## config.mk

```make
export PLATFORM = sky130hd
export DESIGN_NAME = orb_frame_reader_flat
export DESIGN_NICKNAME = d
export VERILOG_FILES = /design/src/rtl/orb_frame_reader_if.sv /design/src/rtl/orb_frame_reader.sv /design/src/flat_wrapper.sv
export SDC_FILE = /design/constraint.sdc
export NUM_CORES = 1
export LEC_CHECK = 0
export ABC_AREA = 0
export ABC_CLOCK_PERIOD_IN_PS = 8100
export CAP_MARGIN = 25
export CORE_ASPECT_RATIO = 0.5
export CORE_UTILIZATION = 45
export DETAILED_ROUTE_END_ITERATION = 8
export GPL_ROUTABILITY_DRIVEN = 0
export GPL_TIMING_DRIVEN = 0
export PLACE_DENSITY = 0.66
export SYNTH_ARGS = -nofsm -noshare
export SYNTH_HDL_FRONTEND = slang
export SYNTH_SLANG_ARGS = --single-unit
```

## constraint.sdc

```tcl
create_clock -name clk -period 8.1 [get_ports clk]
set_input_delay 1.62 -clock clk [delete_from_list [all_inputs] [get_ports clk]]
set_output_delay 1.62 -clock clk [all_outputs]
set_load 0.02 [all_outputs]
```

## src/rtl/orb_frame_reader_if.sv

```systemverilog
// RAM read port and downstream word stream of the orbital frame reader.
// The master modport is the reader; the slave side is the RAM plus the transmitter.
interface orb_frame_reader_if #(
  parameter int ADDR_W = 11,
  parameter int DATA_W = 12
);
  logic              RE;
  logic [ADDR_W:0]   rdAddr;
  logic [DATA_W-1:0] rdData;
  logic [DATA_W-1:0] oWord;
  logic              oValid;
  logic              iReady;
  logic              oFirst;
  logic              oLast;

  modport master (
    output RE, rdAddr, oWord, oValid, oFirst, oLast,
    input  rdData, iReady
  );

  modport slave (
    input  RE, rdAddr, oWord, oValid, oFirst, oLast,
    output rdData, iReady
  );
endinterface

```

## src/rtl/orb_frame_reader.sv

```systemverilog
// Frame read-out: swaps the bank select, streams FRAME_WORDS words of the released bank
// through a small credit-controlled show-ahead FIFO onto a valid/ready interface.
//
// state | meaning
// IDLE  | waiting for start
// SWAP  | one clk: toggle SW, clear counters, raise busy
// READ  | issuing RAM reads under credit control
// DRAIN | all reads issued, emptying the FIFO
module orb_frame_reader #(
  parameter int ADDR_W      = 11,
  parameter int DATA_W      = 12,
  parameter int FRAME_WORDS = 2048,
  parameter int RD_LAT      = 1
) (
  input  logic clk,
  input  logic rst,
  input  logic start,
  orb_frame_reader_if.master bus,
  output logic SW,
  output logic busy,
  output logic frameDone,
  output logic overrun
);

  localparam int CNT_W = ADDR_W + 1;
  localparam int DEPTH = RD_LAT + 1;
  localparam logic [CNT_W-1:0] FULL     = CNT_W'(FRAME_WORDS);
  localparam logic [CNT_W-1:0] LAST_IDX = CNT_W'(FRAME_WORDS - 1);
  localparam logic [3:0]       CREDITS  = 4'(DEPTH);

  typedef enum logic [1:0] {IDLE, SWAP, READ, DRAIN} state_t;

  state_t            state, stateNxt;
  logic [CNT_W-1:0]  issueCnt, popCnt;
  logic [RD_LAT-1:0] vld;
  logic [DATA_W-1:0] mem [4];
  logic [1:0]        wrPtr, rdPtr;
  logic [2:0]        fifoCount;
  logic [2:0]        inflight;
  logic              rdEn, push, pop, oValidInt;

  function automatic logic [1:0] nextPtr(input logic [1:0] p);
    return (p == 2'(DEPTH - 1)) ? 2'd0 : p + 2'd1;
  endfunction

  always_comb begin
    inflight = '0;
    for (int i = 0; i < RD_LAT; i++) inflight = inflight + 3'(vld[i]);
  end

  assign push      = vld[RD_LAT-1];
  assign oValidInt = (fifoCount != 3'd0);
  assign pop       = oValidInt & bus.iReady;

  // A word leaving the FIFO this clk frees its slot, so back-to-back streaming keeps going.
  assign rdEn = (state == READ) && (issueCnt < FULL) &&
                (({1'b0, inflight} + {1'b0, fifoCount} - 4'(pop)) < CREDITS);

  always_comb begin
    stateNxt  = state;
    frameDone = 1'b0;
    overrun   = start && (state != IDLE);
    case (state)
      IDLE:    if (start) stateNxt = SWAP;
      SWAP:    stateNxt = READ;
      READ:    if (issueCnt == FULL) stateNxt = DRAIN;
      DRAIN: begin
        if (popCnt == FULL) begin
          stateNxt  = IDLE;
          frameDone = 1'b1;
        end
      end
      default: stateNxt = IDLE;
    endcase
  end

  always_ff @(posedge clk or negedge rst) begin
    if (!rst) state <= IDLE;
    else      state <= stateNxt;
  end

  always_ff @(posedge clk or negedge rst) begin
    if (!rst) begin
      SW       <= 1'b0;
      busy     <= 1'b0;
      issueCnt <= '0;
      popCnt   <= '0;
    end else if (state == SWAP) begin
      SW       <= ~SW;
      busy     <= 1'b1;
      issueCnt <= '0;
      popCnt   <= '0;
    end else begin
      if (rdEn)      issueCnt <= issueCnt + 1'b1;
      if (pop)       popCnt   <= popCnt + 1'b1;
      if (frameDone) busy     <= 1'b0;
    end
  end

  always_ff @(posedge clk or negedge rst) begin
    if (!rst) begin
      vld <= '0;
    end else begin
      vld[0] <= rdEn;
      for (int i = 1; i < RD_LAT; i++) vld[i] <= vld[i-1];
    end
  end

  always_ff @(posedge clk or negedge rst) begin
    if (!rst) begin
      for (int i = 0; i < 4; i++) mem[i] <= '0;
      wrPtr     <= '0;
      rdPtr     <= '0;
      fifoCount <= '0;
    end else begin
      if (push) begin
        mem[wrPtr] <= bus.rdData;
        wrPtr      <= nextPtr(wrPtr);
      end
      if (pop) rdPtr <= nextPtr(rdPtr);
      fifoCount <= fifoCount + 3'(push) - 3'(pop);
    end
  end

  assign bus.RE     = rdEn;
  assign bus.rdAddr = rdEn ? {~SW, issueCnt[ADDR_W-1:0]} : '0;
  assign bus.oWord  = mem[rdPtr];
  assign bus.oValid = oValidInt;
  assign bus.oFirst = oValidInt && (popCnt == '0);
  assign bus.oLast  = oValidInt && (popCnt == LAST_IDX);

endmodule

```

## src/flat_wrapper.sv

```systemverilog
// flat-port wrapper written by rule: the top's interface ports become plain ports
module orb_frame_reader_flat 
#(
  parameter int ADDR_W      = 11,
  parameter int DATA_W      = 12,
  parameter int FRAME_WORDS = 2048,
  parameter int RD_LAT      = 1
)
  (clk, rst, start, SW, busy, frameDone, overrun, bus_RE, bus_rdAddr, bus_oWord, bus_oValid, bus_oFirst, bus_oLast, bus_rdData, bus_iReady);
  orb_frame_reader_if #(.ADDR_W(ADDR_W), .DATA_W(DATA_W)) bus_i ();
  input  logic clk;
  input  logic rst;
  input  logic start;
  output logic SW;
  output logic busy;
  output logic frameDone;
  output logic overrun;
  output wire logic [$bits(bus_i.RE)-1:0] bus_RE;
  output wire logic [$bits(bus_i.rdAddr)-1:0] bus_rdAddr;
  output wire logic [$bits(bus_i.oWord)-1:0] bus_oWord;
  output wire logic [$bits(bus_i.oValid)-1:0] bus_oValid;
  output wire logic [$bits(bus_i.oFirst)-1:0] bus_oFirst;
  output wire logic [$bits(bus_i.oLast)-1:0] bus_oLast;
  input wire logic [$bits(bus_i.rdData)-1:0] bus_rdData;
  input wire logic [$bits(bus_i.iReady)-1:0] bus_iReady;
  assign bus_RE = bus_i.RE;
  assign bus_rdAddr = bus_i.rdAddr;
  assign bus_oWord = bus_i.oWord;
  assign bus_oValid = bus_i.oValid;
  assign bus_oFirst = bus_i.oFirst;
  assign bus_oLast = bus_i.oLast;
  assign bus_i.rdData = bus_rdData;
  assign bus_i.iReady = bus_iReady;
  orb_frame_reader #(.ADDR_W(ADDR_W), .DATA_W(DATA_W), .FRAME_WORDS(FRAME_WORDS), .RD_LAT(RD_LAT)) u_core (.clk(clk), .rst(rst), .start(start), .bus(bus_i), .SW(SW), .busy(busy), .frameDone(frameDone), .overrun(overrun));
endmodule
```

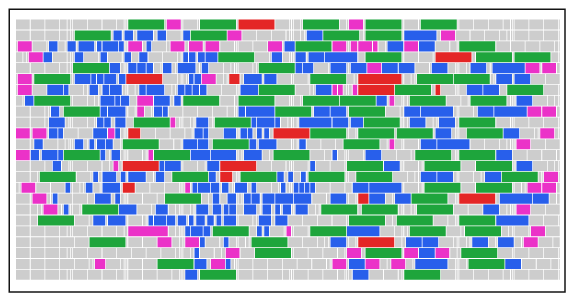
*Placed cells, one colour a class, run 1*
Scale: 4 px per µm. Fill, decap, tap and diode cells in grey.
Blue stands for combinational and other logic, cells 241, share of their area 41%. Green stands for flops, cells 84, share of their area 42%. Magenta stands for other buffers and delay cells, cells 63, share of their area 11%. Red stands for clock drivers and dummy loads, cells 16, share of their area 6.0%.

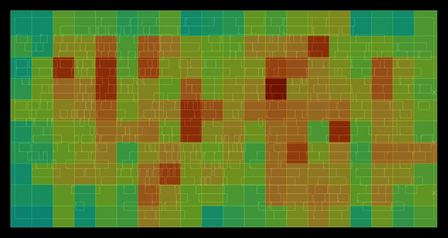
*Routing congestion, run 1*
DR WL/cell: 17.0 µm
GR peak layer: met2
total routing resource utilization after global routing: 0.207
met2 Track Usage GR: 0.354
met3 track utilization from global routing: 0.0480

==> reports/highlights.md, run 1 <==
## Min path
* **HP Class** register to register
* **number of cells on the worst hold path** 1
* **Hold EP** u_core.mem[17]$_DFFE_PN0P_
* **hold path start** u_core.mem[17]$_DFFE_PN0P_

## Final timing
* **setup violation total in the final timing report** 0
* **unrepaired setup endpoints after global routing** false
* **transition time at the pin with the least slew margin** 0.710 ns
* **highest clock rate** 0.134 GHz
* **final hold viol count** 0
* **final critical-path share of the clock period** 0.922
* **setup TNS after final layout** 0 ns
* **Final Skew** 0.00553 ns
* **minimum setup slack in the final design** 0.634 ns
* **worst hold slack** 0.497 ns
* **final-report max-slew violation count** 0
* **relative slew slack** 0.527
* **fin crit period** 7.47 ns

## Critical path
* **critical path, cell by cell** clkdlybuf4s50_1 > o31ai_2 > clkinv_1 > ha_1 > inv_1 > ha_1 > fa_1 > or4b_4 > a211o_4 > nand2_1 > buf_2 > and2_1 > clkdlybuf4s50_1
* **slowest stage cell on the critical path** clkdlybuf4s50_1
* **Critical Path Source Type** input pin
* **cell count along the critical path** 13
* **worst setup path category** input pin to primary output
* **Worst Setup EP** bus_rdAddr[10]
* **data arrival time of the worst path** 5.85 ns
* **Bufs and invs on worst path** 5
* **worst reg2reg path depth** 10
* **Worst R2R Setup Slack** 3.75 ns
* **Critical path origin** bus_iReady
* **capturing element type of the critical path** primary output
* **CP max stage delay** 0.60 ns
* **crit-path leading delay family** buffers and inverters
* **maximum fanout along the worst path** 11
* **required time at the endpoint of the critical path** 6.48 ns
* **Reg2Reg Capture Point** u_core.issueCnt[9]$_DFFE_PN0P_
* **launch point of the worst reg-to-reg path** u_core.fifoCount[0]$_DFF_PN0_

## Placement
* **Port Buf Inserts** 47
* **setup slack at placement** 0.604 ns
* **placed cell count** 505
* **placement-stage cell area** 4840 µm²
* **DP Wirelength** 6080 µm

## Power
* **Psw** 562 µW
* **ratio of total power to cell area** 320 nW/µm²
* **leakage** 0.00216 µW
* **logic gate share of total power** 0.392
* **flip-flop and latch power** 582 µW
* **Sequential Power Share** 0.354
* **cell internal power dissipation** 1080 µW
* **Final Power** 1640 µW
* **top contributor to total power** combinational logic
* **VDD IR max** 0.143 mV
* **power consumed by the clock network** 417 µW
* **fraction of power spent switching nets** 0.342
* **power drawn by the combinational cells** 644 µW
* **Clk pwr share** 0.254

## Layout
* **antenna diode count** 0
* **Top cell excl fill/tap** dfrtp_1
* **Reg with most FFs** u_core.mem
* **Filler Cells Inserted** 756
* **highest-count cells in the layout ignoring fill and taps** 84 x dfrtp_1, 54 x mux2_2, 46 x clkdlybuf4s50_1, 21 x nor2_1, 17 x inv_1
* **share of layout cells above drive strength 1** 0.230
* **# nets final** 428
* **Final Util** 0.578
* **flip-flop count of the largest register after layout** 48
* **synthesis-to-finish area growth** 22.5%
* **Layout Cell Area excl Fill** 5140 µm²
* **registers with the most flip-flops** u_core.mem x48, u_core.issueCnt x12, u_core.popCnt x12
* **number of standard cells in the layout, taps in and fillers out** 521

## Logic synthesis
* **synthesized area per cell** 12.3 µm²
* **cells in synth_stat.txt** 340
* **post-synth cell types** 44
* **Synth top cells by count** 84 x dfrtp_1, 54 x mux2_2, 21 x nor2_1, 17 x inv_1, 14 x a21oi_1
* **Seq/Total Area, Yosys** 0.501
* **flip-flop cell with the highest count after synthesis** dfrtp_1
* **count of flip-flops with a built-in enable after synthesis** 0
* **area share of the leading cell type in the synthesized netlist** 0.501
* **Async S/R FF share, synth** 1.00
* **Flops after synth** 84
* **yosys synthesis chip area** 4200 µm²
* **total of warnings raised by yosys** 0
* **cell type with the largest total area** dfrtp_1
* **most frequently used cell type in the post-synthesis netlist** dfrtp_1
* **Cells after Synth** 340
* **cells taking the most area after synthesis** dfrtp_1 50%, mux2_2 14%, mux4_2 6.4%
* **Post-Syn Area** 4200 µm²
* **number of nets at floorplan** 369

## Clocking
* **total of cells resized after clock tree synthesis** 0
* **H-Tree Level Count** 3
* **Clock Sinks** 84
* **hold_buf cts** 0
* **deepest clock path buffer count** 2
* **number of buffers created by CTS** 9
* **number of setup buffers added after CTS** 0
* **Clk Latency, worst-skew pair** 0.35 ns
* **CTS tree** built
* **clock transition at the registers of the reported paths** 0.06 ns
* **CTS root buf** clkbuf_16

## Routing
* **Vias/cell** 5.50
* **residual DRC count** 6
* **final wirelength** 8860 µm
* **DRC violation total after the first TritonRoute iteration** 180
* **length of the first detailed-routing pass in iterations** 6
* **post-route antenna net violation count** 0
* **number of vias in the routed layout** 2866

## Job
* **tally of OpenROAD warnings** 31
* **number of max-cap violations** 0

## Floorplanning
* **placeable core region** 8890 µm²
* **I/O Pins** 48
* **row count** 24
* **Die Span Y** 70.3 µm
* **horizontal die size** 139 µm
* **area enclosed by the die boundary** 9740 µm²
* **initial core utilization** 0.472

## Global routing
* **via count of the first global-routing pass** 3095
* **aggregate global routing overflow** 0
* **pin count of the biggest net entering global routing** 49
* **first-pass GRT wire length** 15500 µm
* **initial antenna violation count** 0

## Outcome
* **run status** finished with violations
* **failing checks** design-rule violations

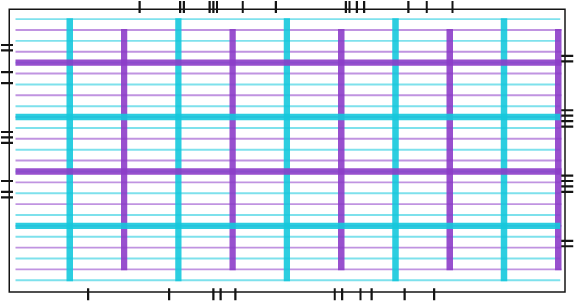
*PDN straps and rails, run 1*
Scale: 4 px per µm. Pins as bars on the die edge.
Purple stands for VDD. Cyan stands for VSS.
4 straps on met5. The core has 24 rows. 25 met1 rails follow the rows. 48 signal pins sit on the boundary.

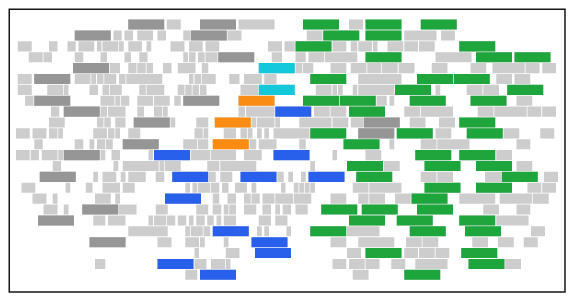
*Where the registers sit, run 1*
Scale: 4 px per µm. Other sequential cells in the stronger grey, the rest of the logic in the fainter grey.
Orange stands for `u_core.fifoCount`, flops 3. Cyan stands for `u_core.wrPtr`, flops 2. Green stands for `u_core.mem`, flops 48. Blue stands for `u_core.popCnt`, flops 12.
Another 19 sequential cells are not coloured.

[run 1: cell type report]
class	instances	area (µm²)	area share
clock buffer	10	229	0.0446
sequential	84	2100	0.409
buffer	15	67.6	0.0131
inverter	18	67.6	0.0131
clock inverter	6	71.3	0.0139
timing repair buffer	48	495	0.0964
multi-input combinational	223	1960	0.381
tap	117	146	0.0285
[run 1: per-layer routing]
layer  share of wire  track usage  vias to the layer above
li1                -            -                     1341
met1            0.46        0.260                     1461
met2            0.49        0.354                       51
met3           0.038       0.0480                       13
met4           0.014       0.0712                        0
met5               0            0                        -
[run 1: logic make-up after synthesis]
group,after synthesis,synth area share
mux,71,0.222
buf+inv,33,0.0322
simple gates,96,0.127
fa+ha+maj,13,0.0405
flops,84,0.501
xor+xnor,12,0.0250
compound gates,31,0.0516
--- run 2 (diff from run 1) ---
- ABC_CLOCK_PERIOD_IN_PS: 8100 -> 6900
- CAP_MARGIN: 25 -> not set
- clock period: 8.1 -> 6.9 ns (I/O delays scaled with it)
==> run 2 against run 1 <==
- the run still ends with design-rule violations left
- wire length about the same
- critical endpoint unchanged
- first-iteration DRC count unchanged
- largest cell class unchanged
- sequential cell count unchanged
- non-clock buffer count unchanged
- die size unchanged
- register-to-register slack got worse by 0.92 ns
- worst setup slack got worse by 0.45 ns
- via count unchanged
- clock skew unchanged
==> reports/highlights.md, run 2 <==
## Layout
* **number of standard cells in the layout, taps in and fillers out** 521, unchanged
* **number of flip-flops and latches** 84, unchanged
* **area share of buffers outside the clock network** 0.109, -0.000293
* **flop share of the area** 0.408, -0.00109
* **combinational gate area** 1960 µm², unchanged
* **Layout Cell Area excl Fill** 5150 µm², +0.27%
* **Top cell excl fill/tap** dfrtp_1
* **# nets final** 428, unchanged
* **Non-CTS inverters** 18, unchanged
* **synthesis-to-finish area growth** 22.8%
* **cell class ranked first by area** flip-flops and latches

## Min path
* **Hold EP** u_core.mem[17]$_DFFE_PN0P_
* **HP Class** register to register
* **hold path start** u_core.mem[17]$_DFFE_PN0P_

## Final timing
* **setup TNS after final layout** 0 ns, unchanged
* **fin crit period** 6.71 ns
* **final-report max-slew violation count** 0, unchanged
* **unrepaired setup endpoints after global routing** false
* **final hold viol count** 0, unchanged
* **setup violation total in the final timing report** 0, unchanged
* **relative slew slack** 0.527, unchanged
* **Final Skew** 0.00553 ns, unchanged
* **transition time at the pin with the least slew margin** 0.710 ns, +0.000000179 ns

## Routing
* **residual DRC count** 6, unchanged
* **post-route antenna net violation count** 0, unchanged
* **length of the first detailed-routing pass in iterations** 6, unchanged
* **DRC violation total after the first TritonRoute iteration** 180, unchanged
* **number of vias in the routed layout** 2866, unchanged
* **uppermost signal routing layer after detailed routing** met4
* **final wirelength** 8860 µm, about the same

## Logic synthesis
* **share of the synthesized netlist area taken by xor and xnor gates** 0.0250, unchanged
* **cell type with the largest total area** dfrtp_1
* **area share of the leading cell type in the synthesized netlist** 0.501, unchanged
* **most frequently used cell type in the post-synthesis netlist** dfrtp_1
* **Synth Area in Adders** 0.0405, unchanged
* **total of warnings raised by yosys** 0, unchanged
* **Async S/R FF share, synth** 1.00, unchanged
* **mux frac, synth** 0.222, unchanged
* **count of flip-flops with a built-in enable after synthesis** 0, unchanged
* **Post-Syn Area** 4200 µm², unchanged
* **number of nets at floorplan** 369, unchanged
* **comb area leader** multiplexers

## Clocking
* **CTS tree** built
* **hold_buf cts** 0, unchanged
* **clock transition at the registers of the reported paths** 0.06 ns, about the same
* **number of setup buffers added after CTS** 0, unchanged
* **number of buffers created by CTS** 9, unchanged
* **deepest clock path buffer count** 2, unchanged

## Critical path
* **critical path, cell by cell** clkdlybuf4s50_1 > o31ai_2 > bufinv_8 > ha_1 > inv_1 > ha_1 > fa_1 > or4b_4 > a211o_4 > nand2_1 > buf_2 > and2_1 > clkdlybuf4s50_1
* **data arrival time of the worst path** 5.33 ns, -0.52 ns
* **maximum fanout along the worst path** 11, unchanged
* **Critical Path Source Type** input pin
* **slowest stage cell on the critical path** clkdlybuf4s50_1
* **capturing element type of the critical path** primary output

## Floorplanning
* **Die Span Y** 70.3 µm, unchanged
* **initial core utilization** 0.472, unchanged
* **I/O Pins** 48, unchanged

## Power
* **VDD IR max** 0.168 mV, +17%

## Job
* **number of max-cap violations** 0, unchanged

## Global routing
* **first-pass GRT wire length** 15500 µm, unchanged

## Outcome
* **run status** finished with violations
* **failing checks** design-rule violations

## Placement
* **Port Buf Inserts** 47, unchanged

-- run 2: cell counts after synthesis --
No cell type changed its count.
-- run 2: where the power goes --
group	total, µW	switching, µW	internal [µW]
combinational	761	378	382
sequential	683	75.6	607
clock	489	206	284
-- run 2: cell families (layout without fill, tap and decap cells) --
kind of cell               count (synthesis)  count (layout)
xor gates and xnor gates                  12              12
DFF                                       84              84
buffers and inverters                     33              97
and+or+nand+nor                           96              96
AOI/OAI and AO/OA                         31              31
muxes                                     71              71
adders and majority gates                 13              13
-- run 2: critical path: cells and delay by family --
family	cells	cell delay, ns
buffers and inverters	5	1.62
adder cells (fa/ha/maj)	3	0.96
AND/OR/NAND/NOR	3	0.82
AND-OR/OR-AND	2	0.55
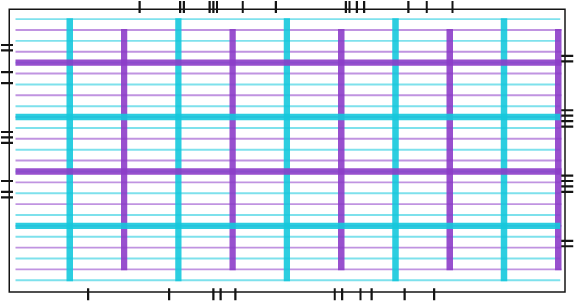
*PDN straps and rails, run 2*
Scale: 4 px per µm. Pins as bars on the die edge.
Purple stands for VDD. Cyan stands for VSS.
10 straps on met4. The core has 24 rows. 48 signal pins sit on the boundary. 25 met1 rails follow the rows.

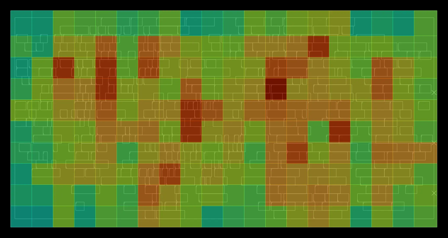
*Routing congestion, run 2*
met1 capacity usage during global routing: 0.260
DR WL/cell: 17.0 µm
Final Util: 0.580

--- run 3 (diff from run 2) ---
- CELL_PAD_IN_SITES_DETAIL_PLACEMENT: not set -> 1
- CELL_PAD_IN_SITES_GLOBAL_PLACEMENT: not set -> 1
- PLACE_DENSITY: 0.66 -> 0.78
==> run 3 against run 2 <==
- the flow still finishes with violations (design-rule violations)
- clock skew down 0.00070 ns
- clock power is essentially flat
- worst setup slack lost 0.0090 ns
- critical endpoint is now bus_rdAddr[7]
- clock-buffer cell count unchanged
- first-iteration DRC count decreased by 36%
- synthesized cell count unchanged
- maximum frequency shrank 0.13%
- design area hardly changed
- wire length increased by 11%
- sequential power rose by 1%
- die size unchanged
==> reports/highlights.md, run 3 <==
## Clocking
* **clock transition at the registers of the reported paths** 0.06 ns, about the same
* **deepest clock path buffer count** 2, unchanged
* **Clk Latency, worst-skew pair** 0.34 ns
* **CTS tree** built
* **H-Tree Level Count** 3
* **number of setup buffers added after CTS** 0, unchanged
* **number of buffers created by CTS** 9, unchanged
* **hold_buf cts** 0, unchanged

## Logic synthesis
* **area share of the leading cell type in the synthesized netlist** 0.501, unchanged
* **post-synth cell types** 44
* **Post-Syn Area** 4200 µm², unchanged
* **mux frac, synth** 0.222, unchanged
* **Synth Area in Adders** 0.0405, unchanged
* **most frequently used cell type in the post-synthesis netlist** dfrtp_1
* **Seq/Total Area, Yosys** 0.501
* **Post-Synth AOI/OAI Area** 0.0516
* **comb area leader** multiplexers
* **cell type with the largest total area** dfrtp_1
* **Synth top cells by count** 84 x dfrtp_1, 54 x mux2_2, 21 x nor2_1, 17 x inv_1, 14 x a21oi_1
* **Async S/R FF share, synth** 1.00, unchanged
* **number of nets at floorplan** 369, unchanged
* **total of warnings raised by yosys** 0, unchanged
* **share of the synthesized netlist area taken by xor and xnor gates** 0.0250, unchanged
* **count of flip-flops with a built-in enable after synthesis** 0, unchanged

## Critical path
* **slowest stage cell on the critical path** clkdlybuf4s50_1
* **cell count along the critical path** 13, unchanged
* **maximum fanout along the worst path** 11, unchanged
* **capturing element type of the critical path** primary output
* **Bufs and invs on worst path** 5, unchanged
* **Critical Path Source Type** input pin
* **worst setup path category** input pin to primary output
* **data arrival time of the worst path** 5.34 ns, about the same
* **crit-path leading delay family** buffers and inverters
* **worst reg2reg path depth** 11
* **critical path, cell by cell** clkdlybuf4s50_1 > o31ai_2 > bufinv_8 > ha_1 > inv_1 > ha_1 > fa_1 > or4b_4 > a211o_4 > nand2_1 > buf_2 > and2_1 > clkdlybuf4s50_1

## Power
* **cell internal power dissipation** 1280 µW, +0.15%
* **Psw** 675 µW, +2.3%
* **fraction of power spent switching nets** 0.346, +0.00485
* **Sequential Power Share** 0.354, about the same
* **flip-flop and latch power** 690 µW, +1%
* **power consumed by the clock network** 491 µW, about the same
* **power drawn by the combinational cells** 769 µW, +1%
* **top contributor to total power** combinational logic
* **logic gate share of total power** 0.395, about the same
* **Clk pwr share** 0.252, about the same
* **VDD IR max** 0.138 mV, -18%

## Layout
* **Top cell excl fill/tap** dfrtp_1
* **number of standard cells in the layout, taps in and fillers out** 521, unchanged
* **antenna diode count** 0
* **synthesis-to-finish area growth** 22.9%, about the same
* **# nets final** 428, unchanged
* **registers with the most flip-flops** u_core.mem x48, u_core.issueCnt x12, u_core.popCnt x12
* **flip-flop count of the largest register after layout** 48

## Floorplanning
* **I/O Pins** 48, unchanged
* **initial core utilization** 0.472, unchanged
* **area enclosed by the die boundary** 9740 µm²
* **horizontal die size** 139 µm
* **Die Span Y** 70.3 µm, unchanged

## Routing
* **met2 wirelength from detailed routing** 4910 µm
* **final wirelength** 9830 µm, +11%
* **DR WL/cell** 18.9 µm, +11%
* **residual DRC count** 6, unchanged
* **Met3 Routed Length** 327 µm
* **routed metal-1 wire length** 4420 µm
* **length of the first detailed-routing pass in iterations** 6, unchanged
* **number of vias in the routed layout** 2906, +1.4%
* **uppermost signal routing layer after detailed routing** met4
* **Vias/cell** 5.58
* **DRC violation total after the first TritonRoute iteration** 115, -36%
* **post-route antenna net violation count** 0, unchanged

## Final timing
* **final critical-path share of the clock period** 0.974
* **highest clock rate** 0.149 GHz
* **final-report max-slew violation count** 0, unchanged
* **final hold viol count** 0, unchanged
* **Final Skew** 0.00483 ns, -0.000700 ns
* **transition time at the pin with the least slew margin** 0.731 ns, +0.0212 ns
* **relative slew slack** 0.513, -0.0142
* **setup violation total in the final timing report** 0, unchanged
* **unrepaired setup endpoints after global routing** false
* **fin crit period** 6.72 ns, +0.00896 ns
* **setup TNS after final layout** 0 ns, unchanged

## Outcome
* **run status** finished with violations
* **failing checks** design-rule violations

## Placement
* **placed cell count** 505
* **setup slack at placement** -0.151 ns
* **Port Buf Inserts** 47, unchanged

## Job
* **number of max-cap violations** 0, unchanged

## Global routing
* **met2 Track Usage GR** 0.386
* **first-pass GRT wire length** 16700 µm, +7.7%
* **total routing resource utilization after global routing** 0.226
* **GR peak layer** met2
* **met1 capacity usage during global routing** 0.286, +0.0260

## Min path
* **Hold EP** u_core.SW$_DFFE_PN0P_
* **HP Class** register to register
* **hold path start** u_core.SW$_DFFE_PN0P_

## run 3: cell counts after synthesis
No cell type changed its count.
## run 3: stage by stage
step | instance area (µm²) | utilization
2_1_floorplan | 4200 | -
3_3_place_gp | 4810 | 0.542
3_5_place_dp | 4840 | 0.544
4_1_cts | 5140 | 0.578
5_1_grt | 5160 | 0.580
6_report | 5160 | 0.580
## run 3: layout make-up
| cell class | count | area [µm²] | area share |
|---|---|---|---|
| inverters | 18 | 81.3 | 0.0158 |
| multi-input cells | 223 | 1960 | 0.380 |
| clock inverters | 6 | 71.3 | 0.0138 |
| flip-flops and latches | 84 | 2100 | 0.408 |
| well taps | 117 | 146 | 0.0284 |
| clock buffers | 10 | 229 | 0.0444 |
| repair buffers | 48 | 500 | 0.0970 |
| plain buffers | 15 | 67.6 | 0.0131 |
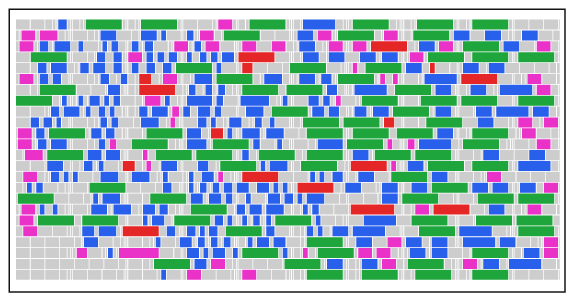
*Placed cells, one colour a class, run 3*
Scale: 4 px per µm. Fill, decap, tap and diode cells in grey.
Magenta stands for other buffers and delay cells, cells 63, share of their area 11%. Green stands for flops, cells 84, share of their area 42%. Red stands for clock drivers and dummy loads, cells 16, share of their area 6.0%. Blue stands for combinational and other logic, cells 241, share of their area 41%.

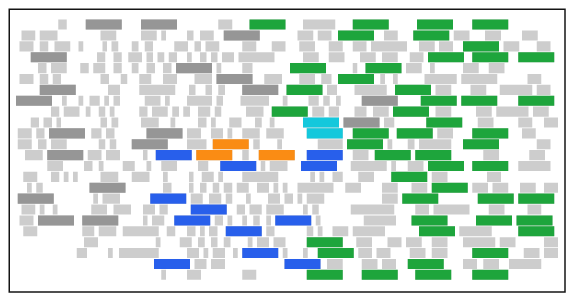
*Where the registers sit, run 3*
Scale: 4 px per µm. Other sequential cells in the stronger grey, the rest of the logic in the fainter grey.
Cyan stands for `u_core.wrPtr`, flops 2. Orange stands for `u_core.fifoCount`, flops 3. Green stands for `u_core.mem`, flops 48. Blue stands for `u_core.popCnt`, flops 12.
Another 19 sequential cells are not coloured.

No activity file was given, so power comes from the tool's default toggle rates.
